Figure 1. Signal wires on met1.
Cells faint in the background.
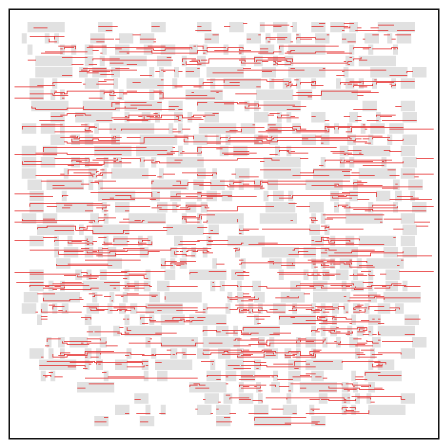
Figure 2. M2 wires.
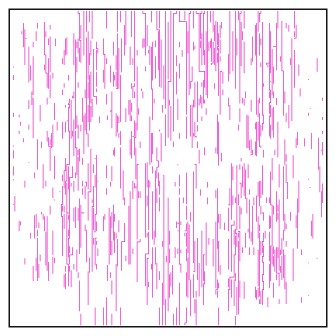
Figure 3. Met3 routing.
Cells faint in the background.
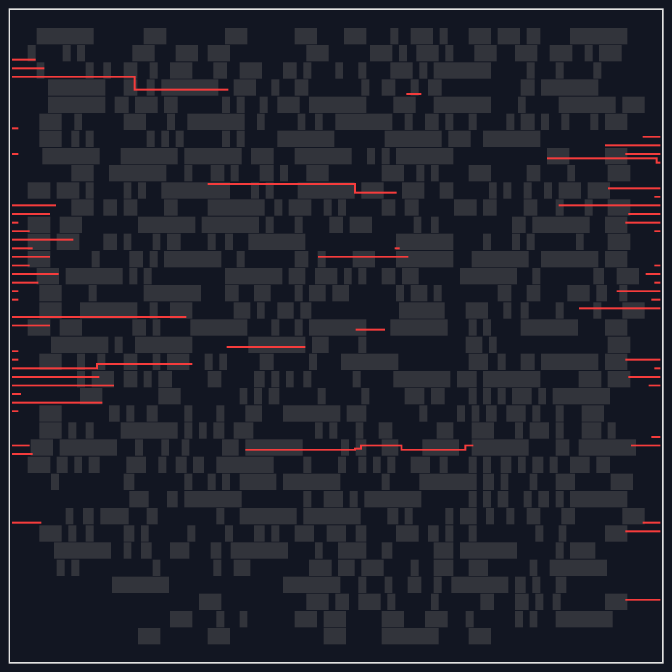
### src/rtl/instr_fetch_unit.sv
`default_nettype none
// ============================================================================
//  Module   : instr_fetch_unit
//  Purpose  : Instruction-fetch front end. Owns the program counter, drives
//             the combinational instruction ROM, captures the returned word
//             into a registered fetch slot and hands it to decode over a
//             valid/ready handshake. Accepts branch redirects from execute
//             and stops on the all-zero end-of-program word.
//  Ports    : clk, rst          - clock / asynchronous active-high reset
//             imem_addr   (out) - byte address to ROM (= pc)
//             imem_instr  (in)  - ROM word for imem_addr, same cycle
//             branch_valid/branch_target (in) - redirect request
//             out_valid/out_ready/out_instr/out_pc - fetch slot to decode
//             halted      (out) - fetch stopped on zero word
//             fetch_count (out) - saturating count of completed handshakes
//  Revision : 1.0 - initial release
// ============================================================================
module instr_fetch_unit #(
    parameter int ADDR_W   = 8,
    parameter int INSTR_W  = 32,
    parameter int RESET_PC = 0,
    parameter int PC_STEP  = 4,
    parameter int CNT_W    = 16
) (
    input  logic               clk,
    input  logic               rst,
    output logic [ADDR_W-1:0]  imem_addr,
    input  logic [INSTR_W-1:0] imem_instr,
    input  logic               branch_valid,
    input  logic [ADDR_W-1:0]  branch_target,
    output logic               out_valid,
    input  logic               out_ready,
    output logic [INSTR_W-1:0] out_instr,
    output logic [ADDR_W-1:0]  out_pc,
    output logic               halted,
    output logic [CNT_W-1:0]   fetch_count
);

    localparam logic [ADDR_W-1:0] c_reset_pc = ADDR_W'(RESET_PC);
    localparam logic [ADDR_W-1:0] c_pc_step  = ADDR_W'(PC_STEP);
    // Redirect targets are word aligned: the two low address bits are dropped.
    localparam logic [ADDR_W-1:0] c_align    = ~ADDR_W'(3);

    typedef enum logic [0:0] {
        ST_FETCH  = 1'b0,
        ST_HALTED = 1'b1
    } state_t;

    state_t             r_state,       w_state_nxt;
    logic [ADDR_W-1:0]  r_pc,          w_pc_nxt;
    logic               r_out_valid,   w_out_valid_nxt;
    logic [INSTR_W-1:0] r_out_instr,   w_out_instr_nxt;
    logic [ADDR_W-1:0]  r_out_pc,      w_out_pc_nxt;
    logic               r_halted,      w_halted_nxt;
    logic [CNT_W-1:0]   r_fetch_count, w_fetch_count_nxt;
    logic               w_load_en;
    logic               w_handshake;

    // Slot can take a new word when empty or being drained this cycle.
    assign w_load_en   = !r_out_valid || out_ready;
    assign w_handshake = r_out_valid && out_ready;

    always_ff @(posedge clk or posedge rst) begin
        if (rst) begin
            r_state       <= ST_FETCH;
            r_pc          <= c_reset_pc;
            r_out_valid   <= 1'b0;
            r_out_instr   <= '0;
            r_out_pc      <= '0;
            r_halted      <= 1'b0;
            r_fetch_count <= '0;
        end else begin
            r_state       <= w_state_nxt;
            r_pc          <= w_pc_nxt;
            r_out_valid   <= w_out_valid_nxt;
            r_out_instr   <= w_out_instr_nxt;
            r_out_pc      <= w_out_pc_nxt;
            r_halted      <= w_halted_nxt;
            r_fetch_count <= w_fetch_count_nxt;
        end
    end

    always_comb begin
        w_state_nxt       = r_state;
        w_pc_nxt          = r_pc;
        w_out_valid_nxt   = r_out_valid;
        w_out_instr_nxt   = r_out_instr;
        w_out_pc_nxt      = r_out_pc;
        w_halted_nxt      = r_halted;
        w_fetch_count_nxt = r_fetch_count;

        // Handshake counting is independent of redirects: a slot accepted in
        // the same cycle as a flush was still delivered.
        if (w_handshake && !(&r_fetch_count)) begin
            w_fetch_count_nxt = r_fetch_count + 1'b1;
        end

        if (branch_valid) begin
            w_pc_nxt        = branch_target & c_align;
            w_out_valid_nxt = 1'b0;
            w_halted_nxt    = 1'b0;
            w_state_nxt     = ST_FETCH;
        end else begin
            case (r_state)
                ST_FETCH: begin
                    if (w_load_en) begin
                        if (imem_instr != '0) begin
                            w_out_instr_nxt = imem_instr;
                            w_out_pc_nxt    = r_pc;
                            w_out_valid_nxt = 1'b1;
                            w_pc_nxt        = r_pc + c_pc_step;
                        end else begin
                            // End-of-program word: never shown to decode.
                            w_out_valid_nxt = 1'b0;
                            w_halted_nxt    = 1'b1;
                            w_state_nxt     = ST_HALTED;
                        end
                    end
                end
                ST_HALTED: begin
                    w_out_valid_nxt = 1'b0;
                end
                default: begin
                    w_state_nxt = ST_FETCH;
                end
            endcase
        end
    end

    assign imem_addr   = r_pc;
    assign out_valid   = r_out_valid;
    assign out_instr   = r_out_instr;
    assign out_pc      = r_out_pc;
    assign halted      = r_halted;
    assign fetch_count = r_fetch_count;

endmodule
`default_nettype wire

### config.mk
export PLATFORM = sky130hd
export DESIGN_NAME = instr_fetch_unit
export DESIGN_NICKNAME = d
export VERILOG_FILES = /design/src/rtl/instr_fetch_unit.sv
export SDC_FILE = /design/constraint.sdc
export NUM_CORES = 1
export LEC_CHECK = 0
export ABC_AREA = 1
export CAP_MARGIN = 5
export CELL_PAD_IN_SITES_DETAIL_PLACEMENT = 1
export CELL_PAD_IN_SITES_GLOBAL_PLACEMENT = 1
export CORE_MARGIN = 2
export CORE_UTILIZATION = 33
export CTS_BUF_LIST = sky130_fd_sc_hd__clkbuf_16
export DETAILED_ROUTE_END_ITERATION = 16
export PLACE_DENSITY_LB_ADDON = 0.1
export RECOVER_POWER = 25
export SYNTH_ARGS = -nofsm -noshare
export SYNTH_HDL_FRONTEND = slang
export SYNTH_SLANG_ARGS = --single-unit
### constraint.sdc
create_clock -name clk -period 2.15 [get_ports clk]
set_input_delay 0.43 -clock clk [delete_from_list [all_inputs] [get_ports clk]]
set_output_delay 0.43 -clock clk [all_outputs]
set_load 0.02 [all_outputs]
==> impl_metrics.ini <==
; physical design summary
[final_timing]
setup_violations = 0
fin_worst_skew_ns = 0.006816
holdWs_ns = 0.4715
hold_violations = 0
worst_pin_slew_ns = 0.9207
setup_ws_ns = 0.2685
max-slew-margin-rel_pct = 38.62
fin_crit_ns = 1.882
rsz0062_at_grt = no
finalClockPeriodUsage_pct = 87.51
tns_ns = 0
drv_slew = 0
fmaxAchievable_mhz = 531.5

[routing]
drt_iter0_markers = 49
dr.pass1.iters = 4
top_layer = met4
wl_met1_mm = 4.594
route.detailed.drc = 0
wl_met2_mm = 4.807
wl_per_cell_um = 15.24
wl_met3_um = 439
avgViaCountPerCell = 4.806
ant_nets = 0

[cells_and_area]
nNetsFinal = 561
final_layout_size_suffix_gt1_share_pct = 10.00
area_growth_pct = 45.22
nFillCells = 1166
diodes = 0

[yosys]
synthDistinctLibCells = 27
synth_flops = 63
synthTopCellsByCount = nand2_1 (152), dfrtp_1 (63), nand4_1 (42), nor2_1 (35), inv_1 (20)
yosys-stat-area_mm2 = 0.003262
synthArstFlopShare_pct = 100.0
yosysWarnings = 0
yosysTopAreaCell = dfrtp_1
top_area_share_pct = 48.33
most_common_cell = nand2_1
synth-edff-count = 0
synthFlopType = dfrtp_1
ys_top_cells_by_area = dfrtp_1 (48%), nand2_1 (17%), nand4_1 (8.1%)
syn_avg_cell_area_um2 = 8.014
netlist_area_mm2 = 0.003262
ys_cells = 407
syn_inst = 407
yosysSeqAreaShare_pct = 48.33

[place]
gp_congestion = 0.8011
post-place-ws_ns = 0.08076
dp_hpwl_mm = 7.191
port-buffer-count = 103

[die]
die-area_mm2 = 0.01070
rows = 36
die_width_um = 103.4
fp.coreArea_mm2 = 0.009684
io_pins = 110
fp-utilization_pct = 33.68
die_h_um = 103.4

[worst_setup_path]
r2r_end = fetch_count[13]
critical-path-slowest-cell = clkdlybuf4s50_1
cp_cell_sequence = clkdlybuf4s50_1
r2r_slack_ns = 0.39
crit_family = buffers and inverters
critical_path_class = reg -> out
critical_path_buf_inv_count = 1
cp.required_ns = 1.72
r2r_start = fetch_count[1]
worst_setup_path_end_kind = output port
worstPathArrival_ns = 1.45
crit_path_max_fanout = 6
setup.worst_path.start_class = register
r2r_cells = 8
slowest_delay_ns = 0.65

[cts]
cts_htree_levels = 3
postCtsSetupRepairBufs = 0
ctsHoldBuffers = 0
cts_sinks = 63
numCtsBuffers = 9
cts_tree = yes
clock_path_buffers = 2
clk_pin_slew_ns = 0.06
cts_resized = 0
clk_latency_ns = 0.33
root_buffer = clkbuf_16

[worst_hold_path]
hp-start = out_instr[5]
holdPathStages = 2
worstHoldEndpoint = out_instr[5]
hold_path_class = reg -> reg

[global_route]
grt_max_degree = 35
track_usage_pct = 19.40
grt_overflow_total = 0
grt_pass1_wl_mm = 15.91
grt_pass1_vias = 3191
antenna_found_initial = 0

[run]
drv_cap = 0
warnings = 28

[power]
powerDensity_mw_per_mm2 = 876.4
ir_worst_vdd_mv = 0.3611
power_leakage_nw = 2.174

[status]
status = finished, final reports clean
Notes on Figure 1 above:
longest straight run: 33.6 um
main direction: horizontal
share of all routed wire: 46%
via count: 3,138
met1 GRT Util: 26.07%

Notes on Figure 2 above:
nets with wire on the layer: 494
wire length on this layer: 4,810 um
share of all routed wire: 48%
drt total wl: 9.950 mm
met2 Use GR: 30.47%

Notes on Figure 3 above:
longest straight run: 27.4 um
main direction: horizontal
nets with wire on the layer: 57
share of all routed wire: 4.4%
wire length on this layer: 440 um

-- placed cells by master, fill, tap and decap left out, types with 2 or more instances in the layout --
cell type / netlist / routed
clkdlybuf4s50_1: 0 / 102
conb_1: 1 / 4
xnor2_1: 6 / 6
ha_1: 2 / 2
dfrtp_1: 63 / 63
buf_4: 5 / 12
o21ai_2: 6 / 6
clkbuf_2: 0 / 2
clkinvlp_4: 0 / 4
nand3_2: 2 / 2
clkbuf_16: 0 / 9
o21ai_0: 7 / 7
nand2_1: 152 / 152
a21oi_1: 2 / 2
nor2_1: 35 / 34
nand4_1: 42 / 42
nand2_2: 8 / 8
xor2_1: 8 / 8
nor3_1: 3 / 3
inv_2: 2 / 2
clkinv_1: 1 / 3
inv_1: 20 / 19
nand3_1: 19 / 19
-- where the power goes --
group	switching [mW]	total [mW]	internal (mW)	leakage, nW
Combinational	0.619	1.16	0.542	1.25
Clock	0.563	1.46	0.896	0.132
Sequential	0.171	1.53	1.36	0.792
-- metrics by stage --
stage | cells | total power [mW] | utilization [%] | area [um2]
floorplan | 410 | 2.130 | - | 3273
global placement | 637 | 2.688 | 45.89 | 4444
detailed placement | 637 | 2.725 | 45.89 | 4444
CTS | 653 | 4.205 | 48.97 | 4742
global route | 653 | 4.372 | 48.91 | 4737
finish | 653 | 4.152 | 48.91 | 4737
-- sequential cells by signal, summed over array words and instances, names as in the netlist --
register,cells
r_state,1
out_pc,6
halted,1
imem_addr,6
fetch_count,16
out_instr,32
out_valid,1
-- cells by family after synthesis --
group	share of synthesized area [%]
AND-OR/OR-AND	3.491
XOR/XNOR	3.759
adder cells (fa/ha/maj)	0.7670
buffers and inverters	7.365
flip-flops	48.33
other	0.1150
AND/OR/NAND/NOR	36.17
-- per-layer routing --
metal / global-route usage [%] / vias to the layer above
met1: 26.07 / 1535
li1: - / 1532
met2: 30.47 / 63
met4: 6.883 / 0
met3: 4.839 / 8
met5: 0 / -
-- how the worst max path moves through the flow --
| stage | startpoint | end | cells after the start |
|---|---|---|---|
| 6_report | fetch_count[3] | fetch_count[3] | 1 |
| 4_1_cts | imem_addr[4] | imem_addr[4] | 1 |
| 3_5_place_dp | imem_instr[7] | imem_addr[7] | 9 |
| 2_1_floorplan | rst | fetch_count[0] | 1 |
| 5_1_grt | imem_addr[4] | imem_addr[4] | 1 |
| 3_3_place_gp | imem_instr[21] | out_instr[3] | 9 |
-- area by class of cell --
| type | instances | area (um2) | area share, % |
|---|---|---|---|
| inverters | 23 | 86.33 | 1.823 |
| repair buffers | 118 | 1151 | 24.30 |
| well taps | 133 | 166.4 | 3.513 |
| multi-input cells | 300 | 1459 | 30.80 |
| clock buffers | 9 | 225.2 | 4.754 |
| clock inverters | 7 | 72.57 | 1.532 |
| flip-flops and latches | 63 | 1577 | 33.28 |
Power and IR drop assume default switching activity.
